<file path="config.mk">
export PLATFORM = sky130hd
export DESIGN_NAME = dm_arbiter_flat
export DESIGN_NICKNAME = d
export VERILOG_FILES = /design/src/rtl/dm_arbiter_if.sv /design/src/rtl/dm_arbiter.sv /design/src/flat_wrapper.sv
export SDC_FILE = /design/constraint.sdc
export NUM_CORES = 1
export LEC_CHECK = 0
export CORE_MARGIN = 3
export CORE_UTILIZATION = 33
export CTS_BUF_LIST = sky130_fd_sc_hd__clkbuf_4
export CTS_CLUSTER_SIZE = 24
export DETAILED_ROUTE_END_ITERATION = 7
export PLACE_DENSITY = 0.83
export SYNTH_ARGS = -nofsm -noshare
export SYNTH_HDL_FRONTEND = slang
export SYNTH_SLANG_ARGS = --single-unit
</file>
<file path="constraint.sdc">
create_clock -name clk -period 1.8 [get_ports clk]
set_input_delay 0.27 -clock clk [delete_from_list [all_inputs] [get_ports clk]]
set_output_delay 0.27 -clock clk [all_outputs]
set_load 0.02 [all_outputs]
</file>
<file path="src/rtl/dm_arbiter_if.sv">
// Port bundle for dm_arbiter: two requester ports plus the data-memory side.
// slave = the arbiter's view, master = the requesters/memory environment.
interface dm_arbiter_if #(
    parameter int ADDR_W = 16,
    parameter int DATA_W = 16
);
    logic              p0_req;
    logic              p0_we;
    logic [ADDR_W-1:0] p0_addr;
    logic [DATA_W-1:0] p0_wdata;
    logic              p0_gnt;
    logic              p0_rvalid;
    logic [DATA_W-1:0] p0_rdata;

    logic              p1_req;
    logic              p1_we;
    logic [ADDR_W-1:0] p1_addr;
    logic [DATA_W-1:0] p1_wdata;
    logic              p1_gnt;
    logic              p1_rvalid;
    logic [DATA_W-1:0] p1_rdata;

    logic [ADDR_W-1:0] dm_addr;
    logic              dm_re;
    logic              dm_we;
    logic [DATA_W-1:0] dm_wrt_data;
    logic [DATA_W-1:0] dm_rd_data;

    modport slave (
        input  p0_req, p0_we, p0_addr, p0_wdata,
        input  p1_req, p1_we, p1_addr, p1_wdata,
        input  dm_rd_data,
        output p0_gnt, p0_rvalid, p0_rdata,
        output p1_gnt, p1_rvalid, p1_rdata,
        output dm_addr, dm_re, dm_we, dm_wrt_data
    );

    modport master (
        output p0_req, p0_we, p0_addr, p0_wdata,
        output p1_req, p1_we, p1_addr, p1_wdata,
        output dm_rd_data,
        input  p0_gnt, p0_rvalid, p0_rdata,
        input  p1_gnt, p1_rvalid, p1_rdata,
        input  dm_addr, dm_re, dm_we, dm_wrt_data
    );
endinterface

</file>
<file path="src/rtl/dm_arbiter.sv">
// dm_arbiter: two-port arbiter in front of a single-port data memory.
// Define DM_ARB_RR_EN for round-robin tie-break; default is fixed priority to port 0.
//
// state | meaning
// IDLE  | no port granted this cycle
// GNT0  | port 0 granted for this one cycle
// GNT1  | port 1 granted for this one cycle
module dm_arbiter #(
    parameter int ADDR_W = 16,
    parameter int DATA_W = 16
) (
    input logic         clk,
    input logic         rst_n,
    dm_arbiter_if.slave bus
);
    typedef enum logic [1:0] {
        IDLE = 2'd0,
        GNT0 = 2'd1,
        GNT1 = 2'd2
    } state_t;

    state_t            state;
    state_t            state_nxt;
    logic              gnt0;
    logic              gnt1;
    logic              xfer0;
    logic              xfer1;
    logic              prio_nxt;
    logic              rvalid0;
    logic              rvalid1;
    logic [DATA_W-1:0] rdata0;
    logic [DATA_W-1:0] rdata1;
    logic [ADDR_W-1:0] addr_sel;
    logic [DATA_W-1:0] wdata_sel;

`ifdef DM_ARB_RR_EN
    logic prio;  // port that wins the next tie

    always_ff @(posedge clk or negedge rst_n) begin
        if (!rst_n) prio <= 1'b0;
        else        prio <= prio_nxt;
    end

    // A transfer finishing this cycle already counts, so held requests alternate.
    assign prio_nxt = xfer0 ? 1'b1 : (xfer1 ? 1'b0 : prio);
`else
    assign prio_nxt = 1'b0;
`endif

    always_ff @(posedge clk or negedge rst_n) begin
        if (!rst_n) state <= IDLE;
        else        state <= state_nxt;
    end

    always_comb begin
        state_nxt = IDLE;
        gnt0      = 1'b0;
        gnt1      = 1'b0;
        case (state)
            GNT0:    gnt0 = 1'b1;
            GNT1:    gnt1 = 1'b1;
            default: ;
        endcase
        case ({bus.p1_req, bus.p0_req})
            2'b01:   state_nxt = GNT0;
            2'b10:   state_nxt = GNT1;
            2'b11:   state_nxt = prio_nxt ? GNT1 : GNT0;
            default: state_nxt = IDLE;
        endcase
    end

    assign xfer0 = gnt0 & bus.p0_req;
    assign xfer1 = gnt1 & bus.p1_req;

    assign addr_sel  = gnt1 ? bus.p1_addr  : bus.p0_addr;
    assign wdata_sel = gnt1 ? bus.p1_wdata : bus.p0_wdata;

    assign bus.p0_gnt      = gnt0;
    assign bus.p1_gnt      = gnt1;
    assign bus.dm_addr     = addr_sel;
    assign bus.dm_wrt_data = wdata_sel;
    assign bus.dm_we       = (xfer0 & bus.p0_we) | (xfer1 & bus.p1_we);
    assign bus.dm_re       = (xfer0 & ~bus.p0_we) | (xfer1 & ~bus.p1_we);

    // Memory drives dm_rd_data off the falling edge, so it is stable here.
    always_ff @(posedge clk or negedge rst_n) begin
        if (!rst_n) begin
            rvalid0 <= 1'b0;
            rvalid1 <= 1'b0;
            rdata0  <= '0;
            rdata1  <= '0;
        end else begin
            rvalid0 <= xfer0 & ~bus.p0_we;
            rvalid1 <= xfer1 & ~bus.p1_we;
            if (xfer0 & ~bus.p0_we) rdata0 <= bus.dm_rd_data;
            if (xfer1 & ~bus.p1_we) rdata1 <= bus.dm_rd_data;
        end
    end

    assign bus.p0_rvalid = rvalid0;
    assign bus.p1_rvalid = rvalid1;
    assign bus.p0_rdata  = rdata0;
    assign bus.p1_rdata  = rdata1;
endmodule

</file>
<file path="src/flat_wrapper.sv">
// flat-port wrapper written by rule: the top's interface ports become plain ports
module dm_arbiter_flat 
#(
    parameter int ADDR_W = 16,
    parameter int DATA_W = 16
)
  (clk, rst_n, bus_p0_req, bus_p0_we, bus_p0_addr, bus_p0_wdata, bus_p1_req, bus_p1_we, bus_p1_addr, bus_p1_wdata, bus_dm_rd_data, bus_p0_gnt, bus_p0_rvalid, bus_p0_rdata, bus_p1_gnt, bus_p1_rvalid, bus_p1_rdata, bus_dm_addr, bus_dm_re, bus_dm_we, bus_dm_wrt_data);
  dm_arbiter_if #(.ADDR_W(ADDR_W), .DATA_W(DATA_W)) bus_i ();
  input logic clk;
  input logic rst_n;
  input wire logic [$bits(bus_i.p0_req)-1:0] bus_p0_req;
  input wire logic [$bits(bus_i.p0_we)-1:0] bus_p0_we;
  input wire logic [$bits(bus_i.p0_addr)-1:0] bus_p0_addr;
  input wire logic [$bits(bus_i.p0_wdata)-1:0] bus_p0_wdata;
  input wire logic [$bits(bus_i.p1_req)-1:0] bus_p1_req;
  input wire logic [$bits(bus_i.p1_we)-1:0] bus_p1_we;
  input wire logic [$bits(bus_i.p1_addr)-1:0] bus_p1_addr;
  input wire logic [$bits(bus_i.p1_wdata)-1:0] bus_p1_wdata;
  input wire logic [$bits(bus_i.dm_rd_data)-1:0] bus_dm_rd_data;
  output wire logic [$bits(bus_i.p0_gnt)-1:0] bus_p0_gnt;
  output wire logic [$bits(bus_i.p0_rvalid)-1:0] bus_p0_rvalid;
  output wire logic [$bits(bus_i.p0_rdata)-1:0] bus_p0_rdata;
  output wire logic [$bits(bus_i.p1_gnt)-1:0] bus_p1_gnt;
  output wire logic [$bits(bus_i.p1_rvalid)-1:0] bus_p1_rvalid;
  output wire logic [$bits(bus_i.p1_rdata)-1:0] bus_p1_rdata;
  output wire logic [$bits(bus_i.dm_addr)-1:0] bus_dm_addr;
  output wire logic [$bits(bus_i.dm_re)-1:0] bus_dm_re;
  output wire logic [$bits(bus_i.dm_we)-1:0] bus_dm_we;
  output wire logic [$bits(bus_i.dm_wrt_data)-1:0] bus_dm_wrt_data;
  assign bus_i.p0_req = bus_p0_req;
  assign bus_i.p0_we = bus_p0_we;
  assign bus_i.p0_addr = bus_p0_addr;
  assign bus_i.p0_wdata = bus_p0_wdata;
  assign bus_i.p1_req = bus_p1_req;
  assign bus_i.p1_we = bus_p1_we;
  assign bus_i.p1_addr = bus_p1_addr;
  assign bus_i.p1_wdata = bus_p1_wdata;
  assign bus_i.dm_rd_data = bus_dm_rd_data;
  assign bus_p0_gnt = bus_i.p0_gnt;
  assign bus_p0_rvalid = bus_i.p0_rvalid;
  assign bus_p0_rdata = bus_i.p0_rdata;
  assign bus_p1_gnt = bus_i.p1_gnt;
  assign bus_p1_rvalid = bus_i.p1_rvalid;
  assign bus_p1_rdata = bus_i.p1_rdata;
  assign bus_dm_addr = bus_i.dm_addr;
  assign bus_dm_re = bus_i.dm_re;
  assign bus_dm_we = bus_i.dm_we;
  assign bus_dm_wrt_data = bus_i.dm_wrt_data;
  dm_arbiter #(.ADDR_W(ADDR_W), .DATA_W(DATA_W)) u_core (.clk(clk), .rst_n(rst_n), .bus(bus_i));
endmodule
</file>
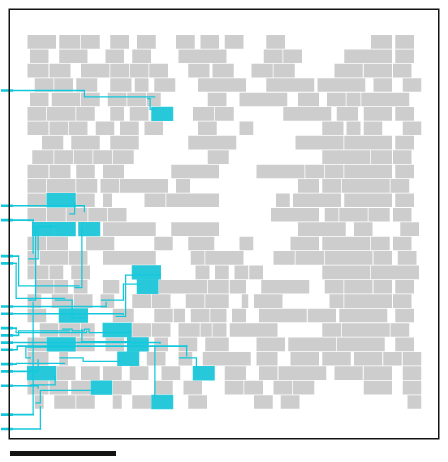
Figure 1: port wiring.
The bar under the picture is 20 um long.
port	colour	direction	edge	end cells	buffers	wire
bus_dm_addr	cyan	output	west	16	16	443 um
IO Pins: 156
PortBufs: 155

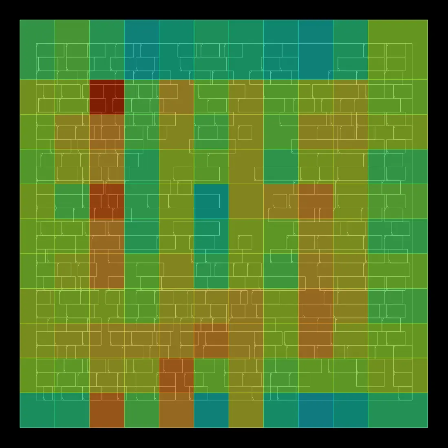
Figure 2: routing congestion map.
GR Layer Usage met1: 19.40%
met3 Use GR: 8.426%
global-route track usage on met2: 36.45%
busiest layer in global routing: met2

==> run_results.csv <==
group,metric,value,unit
run_status,status,"finished, violations left",
run_status,violations,"setup timing",
finish,logic_gate_count,72,
final_timing,finalSetupViolations,32,
synth,synth.most_common_cell,"mux2_2",
floorplanning,chip_area,6530,um2
final_timing,worst_slack,-0.1283,ns
synth,edf_count,0,
synth,topCellsByArea,"dfrtp_1 (49%), mux2_2 (29%), mux2_4 (13%)",
synth,ys.flop_type,"dfrtp_1",
finish,nets,371,
global_routing,grt_first_pass_wirelength,9418,um
synth,top_cells_by_count,"mux2_2 (48), dfrtp_1 (36), mux2_4 (16)",
setup_path,cp_num_cells,5,
power_and_ir_drop,power,2768,uW
global_routing,grt_pass1_vias,1816,
power_and_ir_drop,switchingPower,841.2,uW
setup_path,start_kind,"flip-flop",
placed_design,dp_hpwl,4824,um
synth,synth_top_area_share,48.78,%
finish,layout_top_cells,"clkdlybuf4s50_1 (119), dfrtp_1 (36), mux2_4 (32), mux2_2 (32)",
setup_path,critPathBufInv,3,
power_and_ir_drop,leakage,0.001619,uW
placed_design,post_dp_cell_area,3457,um2
synth,top_logic_kind,"multiplexers",
power_and_ir_drop,seq_power_share,38.3,%
final_timing,hold_viol_final,0,
setup_path,reg2reg_slack,0.13,ns
setup_path,end_kind,"output port",
clock_tree,clkTransAtPathRegs,0.10,ns
power_and_ir_drop,clkPwrFrac,15.0,%
finish,seq_area,900.9,um2
final_timing,clock_skew,0.01227,ns
global_routing,grt_max_degree,37,
clock_tree,clock_path_buffers,2,
global_routing,antenna_found_initial,0,
route,wl_met2,3336,um
setup_path,cp_top_family,"flip-flops",
power_and_ir_drop,comb-power,1290,uW
floorplanning,die.size.y,80.81,um
route,viasPerCell,4.624,
route,top_layer,"met4",
setup_path,max_stage_delay,0.42,ns
route,postRouteWirelength,6384,um
finish,comb_area,920.9,um2
power_and_ir_drop,p_int,1927,uW
power_and_ir_drop,vdd_drop_max,0.3969,mV
power_and_ir_drop,powerSeq,1060,uW
final_timing,fmax,518.6,MHz
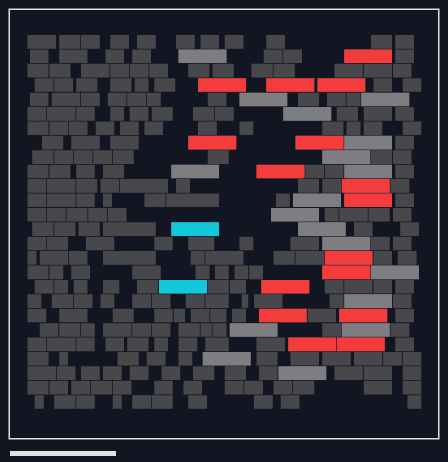
Figure 3: sequential cells coloured by netlist name.
The bar under the picture is 20 um long. Other sequential cells in the stronger grey, the rest of the logic in the fainter grey.
name in the netlist	colour	flops
u_core.bus.p0_rdata	red	16
u_core.state	cyan	2
not coloured	18

-- through the flow --
stage	util, %	hold WS [ns]	worst slack, ns	setup TNS [ns]
6_report	70.09	0.3524	-0.1283	-3.554
5_1_grt	70.09	0.4058	-0.1904	-5.546
4_1_cts	67.38	0.3600	-0.1660	-4.436
3_5_place_dp	65.60	0.4948	-0.3013	-4.742
3_3_place_gp	65.60	0.4888	-0.2715	-4.144
2_1_floorplan	-	-0.02559	0.3134	0
-- flip-flops by register name (all words and copies together) (netlist names) --
register	cells
u_core.bus.p0_rdata	16
u_core.bus.p0_rvalid	1
u_core.bus.p1_rdata	16
u_core.bus.p1_rvalid	1
u_core.state	2
Power and IR drop assume default switching activity.
